File: src/rtl/pagerank_pkg.sv
// rtl/pagerank_pkg.sv - shared FSM type, width and saturation helpers for pagerank_engine
package pagerank_pkg;

  typedef enum logic [1:0] {
    IDLE   = 2'd0,
    ACCUM  = 2'd1,
    COMMIT = 2'd2,
    DONE   = 2'd3
  } state_t;

  // Q0.16 defaults: ~0.85 damping and ~0.15/16 base
  localparam logic [15:0] DAMP_DEFAULT = 16'hD99A;
  localparam logic [15:0] BASE_DEFAULT = 16'h0266;

  function automatic int acc_width(input int n, input int width);
    return width + $clog2(n);
  endfunction

  function automatic logic [63:0] saturate(input logic [63:0] v, input int width);
    logic [63:0] vmax;
    vmax = (64'd1 << width) - 64'd1;
    return (v > vmax) ? vmax : v;
  endfunction

endpackage

File: src/rtl/pagerank_contrib.sv
// rtl/pagerank_contrib.sv - WIDTHxWIDTH fixed-point multiply keeping the high half (truncated)
module pagerank_contrib #(
  parameter int WIDTH = 16
) (
  input  logic [WIDTH-1:0] a,
  input  logic [WIDTH-1:0] b,
  output logic [WIDTH-1:0] p
);

  logic [2*WIDTH-1:0] prod;

  assign prod = {{WIDTH{1'b0}}, a} * {{WIDTH{1'b0}}, b};
  assign p    = prod[2*WIDTH-1:WIDTH];

endmodule

File: src/rtl/pagerank_engine.sv
// rtl/pagerank_engine.sv - iterative PageRank core, one source per cycle plus a commit cycle per iteration
// Optional damping at commit is enabled by defining PAGERANK_DAMPING_EN.
module pagerank_engine
  import pagerank_pkg::*;
#(
  parameter int N = 16,
  parameter int WIDTH = 16,
  parameter logic [WIDTH-1:0] INIT_RANK = WIDTH'((64'd1 << WIDTH) / 64'(N)),
  parameter int ITER_W = 8
`ifdef PAGERANK_DAMPING_EN
  ,
  parameter logic [WIDTH-1:0] DAMP = WIDTH'(DAMP_DEFAULT),
  parameter logic [WIDTH-1:0] BASE = WIDTH'(BASE_DEFAULT)
`endif
) (
  input  logic                 clk,
  input  logic                 reset,
  input  logic                 start,
  input  logic [ITER_W-1:0]    iter_cnt,
  input  logic [N*N-1:0]       adj,
  input  logic [N*WIDTH-1:0]   node_weight,
  output logic                 busy,
  output logic                 done,
  output logic [ITER_W-1:0]    iter_idx,
  output logic [N*WIDTH-1:0]   rank_out,
  output logic [WIDTH-1:0]     node0_val
);

  localparam int ACC_W = acc_width(N, WIDTH);
  localparam int SRC_W = $clog2(N);
  localparam logic [SRC_W-1:0] SRC_LAST = SRC_W'(N - 1);

  state_t state, state_nxt;

  logic [N*N-1:0]     adj_q;
  logic [N*WIDTH-1:0] weight_q;
  logic [ITER_W-1:0]  iter_tgt;
  logic [SRC_W-1:0]   src;
  logic [WIDTH-1:0]   rank [N];
  logic [ACC_W-1:0]   acc [N];
  logic [WIDTH-1:0]   rank_commit [N];
  logic [WIDTH-1:0]   rank_sel;
  logic [WIDTH-1:0]   weight_sel;
  logic [WIDTH-1:0]   contrib;

  assign rank_sel   = rank[src];
  assign weight_sel = weight_q[src*WIDTH +: WIDTH];

  pagerank_contrib #(.WIDTH(WIDTH)) u_contrib (
    .a (rank_sel),
    .b (weight_sel),
    .p (contrib)
  );

  // Commit needs every node's new rank in the same cycle to keep N+1 cycles per iteration
  for (genvar d = 0; d < N; d++) begin : g_node
    logic [WIDTH-1:0] acc_clamped;
    assign acc_clamped = WIDTH'(saturate(64'(acc[d]), WIDTH));
`ifdef PAGERANK_DAMPING_EN
    logic [WIDTH-1:0] damped;
    pagerank_contrib #(.WIDTH(WIDTH)) u_damp (
      .a (acc_clamped),
      .b (DAMP),
      .p (damped)
    );
    assign rank_commit[d] = WIDTH'(saturate(64'(BASE) + 64'(damped), WIDTH));
`else
    assign rank_commit[d] = acc_clamped;
`endif
    assign rank_out[d*WIDTH +: WIDTH] = rank[d];
  end

  assign node0_val = rank_out[WIDTH-1:0];

  always_ff @(posedge clk or negedge reset) begin
    if (!reset) state <= IDLE;
    else        state <= state_nxt;
  end

  always_comb begin
    state_nxt = state;
    case (state)
      IDLE:    if (start) state_nxt = (iter_cnt != '0) ? ACCUM : DONE;
      ACCUM:   if (src == SRC_LAST) state_nxt = COMMIT;
      COMMIT:  state_nxt = ((iter_idx + ITER_W'(1)) == iter_tgt) ? DONE : ACCUM;
      DONE:    state_nxt = IDLE;
      default: state_nxt = IDLE;
    endcase
  end

  always_comb begin
    busy = (state != IDLE);
    done = (state == DONE);
  end

  always_ff @(posedge clk or negedge reset) begin
    if (!reset) begin
      adj_q    <= '0;
      weight_q <= '0;
      iter_tgt <= '0;
      src      <= '0;
      iter_idx <= '0;
      for (int k = 0; k < N; k++) begin
        rank[k] <= '0;
        acc[k]  <= '0;
      end
    end else begin
      case (state)
        IDLE: begin
          if (start) begin
            adj_q    <= adj;
            weight_q <= node_weight;
            iter_tgt <= iter_cnt;
            src      <= '0;
            iter_idx <= '0;
            for (int k = 0; k < N; k++) begin
              rank[k] <= INIT_RANK;
              acc[k]  <= '0;
            end
          end
        end
        ACCUM: begin
          for (int d = 0; d < N; d++) begin
            if (adj_q[int'(src)*N + d]) acc[d] <= acc[d] + ACC_W'(contrib);
          end
          src <= (src == SRC_LAST) ? '0 : src + SRC_W'(1);
        end
        COMMIT: begin
          for (int d = 0; d < N; d++) begin
            rank[d] <= rank_commit[d];
            acc[d]  <= '0;
          end
          iter_idx <= iter_idx + ITER_W'(1);
        end
        default: ;
      endcase
    end
  end

endmodule

File: config.mk
export PLATFORM = sky130hd
export DESIGN_NAME = pagerank_engine
export DESIGN_NICKNAME = d
export VERILOG_FILES = /design/src/rtl/pagerank_pkg.sv /design/src/rtl/pagerank_contrib.sv /design/src/rtl/pagerank_engine.sv
export SDC_FILE = /design/constraint.sdc
export NUM_CORES = 2
export LEC_CHECK = 0
export ABC_CLOCK_PERIOD_IN_PS = 26800
export CORE_ASPECT_RATIO = 0.8
export CORE_MARGIN = 2
export CORE_UTILIZATION = 39
export CTS_CLUSTER_DIAMETER = 150
export CTS_CLUSTER_SIZE = 24
export DETAILED_ROUTE_END_ITERATION = 10
export HOLD_SLACK_MARGIN = 0.05
export PLACE_DENSITY = 0.57
export SLEW_MARGIN = 10
export SYNTH_ARGS = -nofsm -noshare
export SYNTH_HDL_FRONTEND = slang
export SYNTH_SLANG_ARGS = --single-unit
export TNS_END_PERCENT = 5
File: constraint.sdc
create_clock -name clk -period 26.8 [get_ports clk]
set_clock_uncertainty 0.1 [all_clocks]
set_input_delay 4.02 -clock clk [delete_from_list [all_inputs] [get_ports clk]]
set_output_delay 4.02 -clock clk [all_outputs]
set_load 0.1 [all_outputs]
==> images/power_grid.png <==
Pins as bars on the die edge.
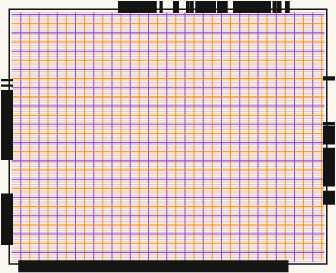
color	net
purple	VSS
orange	VDD
met5 straps	27
met4 straps	34
met1 rails	137
rows	136

==> images/placement_by_type.png <==
Scale bar: 100 um.
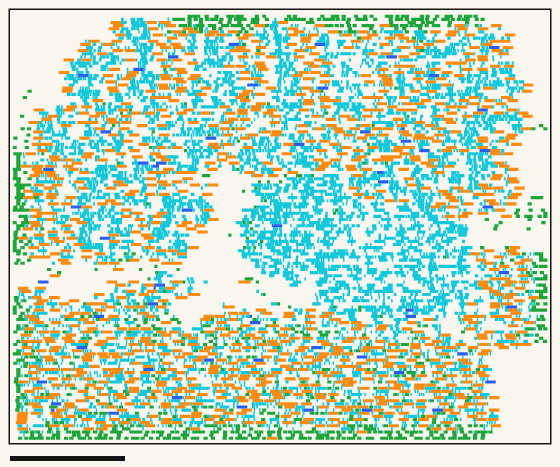
color	class	cells	share of their area
orange	flops	1110	36%
green	other buffers and delay cells	889	11%
cyan	combinational and other logic	5842	50%
blue	clock drivers and dummy loads	59	1.8%

==> flow_metrics.tcl <==
# place-and-route summary
set metrics [dict create \
    reg2reg_depth 38 \
    setup_ws_ns 13.27 \
    top_cells_by_area "dfrtp_1, nand2_1, ha_1" \
    max_cap_violations 0 \
    core_um2 172200 \
    drt_pass1_iterations 6 \
    min_period_over_period 0.5049 \
    grt_pass1_wl_um 384900 \
    syn-num-nets 8445 \
    synth.cellmix.simpleShare 0.1888 \
    hold_viol_final 0 \
    drt-vias-per-instance 5.542 \
    ys_async_sr_fraction 1.000 \
    hold_start "weight_q[165]" \
    grt_pass1_vias 55280 \
    syn_area_um2 67730 \
    fp-utilization 0.3933 \
    ff_latch_area_um2 27790 \
    most_common_cell "nand2_1" \
    yosys_area_um2 67730 \
    io_pins 805 \
    cts_buffers 52 \
    r2r-end "acc[317]" \
    routed_wl_um 261500 \
    ys_warn_count 0 \
    avgSynthCellArea_um2 9.229 \
    drive_above_1_share 0.04797 \
    grt_usage 0.2922 \
    hold_buffers 0 \
    timing.critical_path.buf_inv 7 \
    r2r_start "src[0]" \
    worst_pin_slew_ns 1.336 \
    nFillCells 16590 \
    holdPathEnd "weight_q[165]" \
    synth_top_area_share 0.4101 \
    worstPathMaxFanout 61 \
    drt_iter0_markers 5360 \
    logic_area_um2 37250 \
    fmax_ghz 0.07390 \
    synth.cellmix.compoundShare 0.1245 \
    synthAdderAreaFrac 0.1309 \
    wl_per_cell_um 25.61 \
    slew_headroom 0.1096 \
    clk_path_buf_depth 3 \
    synth.area.mux_share 0.06863 \
    row_count 136 \
    overflow 0 \
    critical_path_class "reg2reg" \
    post-place-ws_ns 13.40 \
    dp_hpwl_um 195300 \
    holdPathStages 2 \
    antenna_found_initial 35 \
    critPathLaunchType "flip-flop" \
    cts_tree "yes" \
    synthCells 7339 \
    setup-tns-final_ns 0 \
    final_nets 9001 \
    chipWidth_um 469.9 \
    grt_max_degree 183 \
    ys_ff 1110 \
    gp_congestion 0.9230 \
    die_h_um 376.7 \
    ys_sh_xor 0.03414 \
    whs_ns 0.3778 \
    critPathCaptureType "flip-flop" \
    fin_crit_ns 13.53 \
    route.detailed.drc 0 \
    rsz0062_at_grt "no" \
    chipArea_um2 177000 \
    edf_count 0 \
    cp_top_family "AND-OR/OR-AND gates" \
    cts_sinks 1110 \
    common_cells "nand2_1, dfrtp_1, o21ai_0, ha_1, inv_1" \
    synth_seq_share 0.4101 \
    yosys.area.top_type "dfrtp_1" \
    ys_cells 7339 \
    warnings 74 \
    clock.latency.late_pin_ns 0.74 \
    drtAntennaViolNets 0 \
    r2r_setup_slack_ns 13.27 \
    path_clk_slew_ns 0.11 \
    root_buffer "clkbuf_16" \
    hold_class "reg2reg" \
    yosysUniqueCellTypes 74 \
    maxSlewViolCount 0 \
    status "finished, final reports clean" \
    htreeDepth 2 \
    io_buffers 804 \
    critical_path.max_stage_delay_ns 1.13 \
    ff_type "dfrtp_1" \
    cp.required_ns 27.27 \
    finalSetupViolCount 0 \
    synth.comb.largest_family "simple AND/OR/NAND/NOR gates" \
    vias 56590 \
    arrival_ns 14.00 \
    cts_setup_buffers 0 \
    cpMaxStageDelayCell "a221oi_1" \
    post_cts_resized 0 \
    area_delta_synth_final_pct 17.02 \
]
==> images/clk_routes.png <==
Scale bar: 100 um.
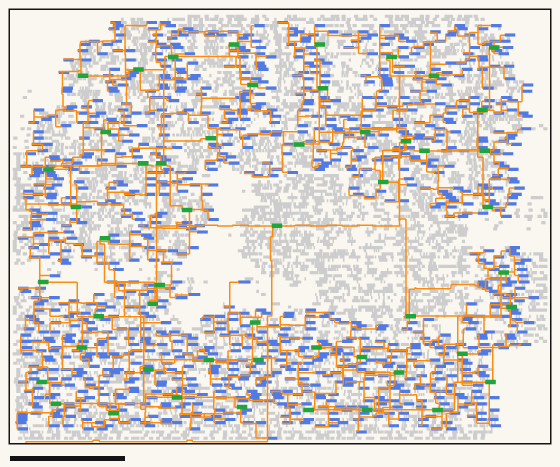
[green] clock drivers | count: 52
[blue] flip-flops | count: 1110
[orange] clock wires | length: 14500 um
routed clock nets	53
flops lie	all over the die

## state kept, by name (all words and copies together) (netlist names)
name / cells
node0_val: 16
acc: 320
src: 4
state: 2
weight_q: 256
iter_idx: 8
adj_q: 256
rank_out: 240
iter_tgt: 8
## kinds of logic after synthesis
group / after synthesis
compound gates: 1309
mux: 276
fa+ha+maj: 583
buf+inv: 697
flops: 1110
simple gates: 3100
xor+xnor: 264
## per-layer routing
layer | vias up | GRT usage | share of wire
met5 | - | 0 | 0.00013
met4 | 6 | 0.08685 | 0.031
met3 | 294 | 0.04487 | 0.070
met2 | 1907 | 0.4541 | 0.45
met1 | 28460 | 0.4211 | 0.45
li1 | 25920 | - | -
## metrics by stage
stage	instances	utilization	cell area, um2
floorplan	7339	-	67730
global placement	10110	0.4516	77770
detailed placement	10120	0.4518	77800
CTS	10180	0.4598	79180
global route	10200	0.4602	79240
finish	10210	0.4603	79260
## worst register-to-register path: cells and delay by family, from the launching register on
kind	cells	cell delay (ns)
adder cells (fa/ha/maj)	8	3.70
AND/OR/NAND/NOR	4	1.16
multiplexers	1	0.33
AND-OR/OR-AND	16	4.91
buffers and inverters	7	1.88
XOR/XNOR	2	0.31
flip-flops	1	0.98
## final cells by class
cell class                 count  area share
antenna                       33    0.001042
clock buffer                  54     0.01651
clock inverter                 5   0.0008840
inverter                     310     0.01468
multi-input combinational   5532      0.4699
sequential                  1110      0.3506
tap                         2277     0.03594
timing repair buffer         889      0.1104
## layout by cell type, fill, tap and decap left out, types with 148 or more instances in the layout
master	count
nor2_1	212
fa_1	209
xnor2_1	150
ha_1	374
inv_1	304
dfrtp_1	1106
a21oi_1	241
nand2_1	2454
o21ai_0	394
mux4_2	148
clkdlybuf4s50_1	797
## how the worst max path moves through the flow
stage | startpoint | cells after the start | to
floorplan | src[0] | 39 | acc[315]
global placement | src[0] | 36 | acc[317]
detailed placement | src[0] | 34 | acc[317]
CTS | src[0] | 34 | acc[317]
global route | src[0] | 38 | acc[317]
finish | src[0] | 38 | acc[317]
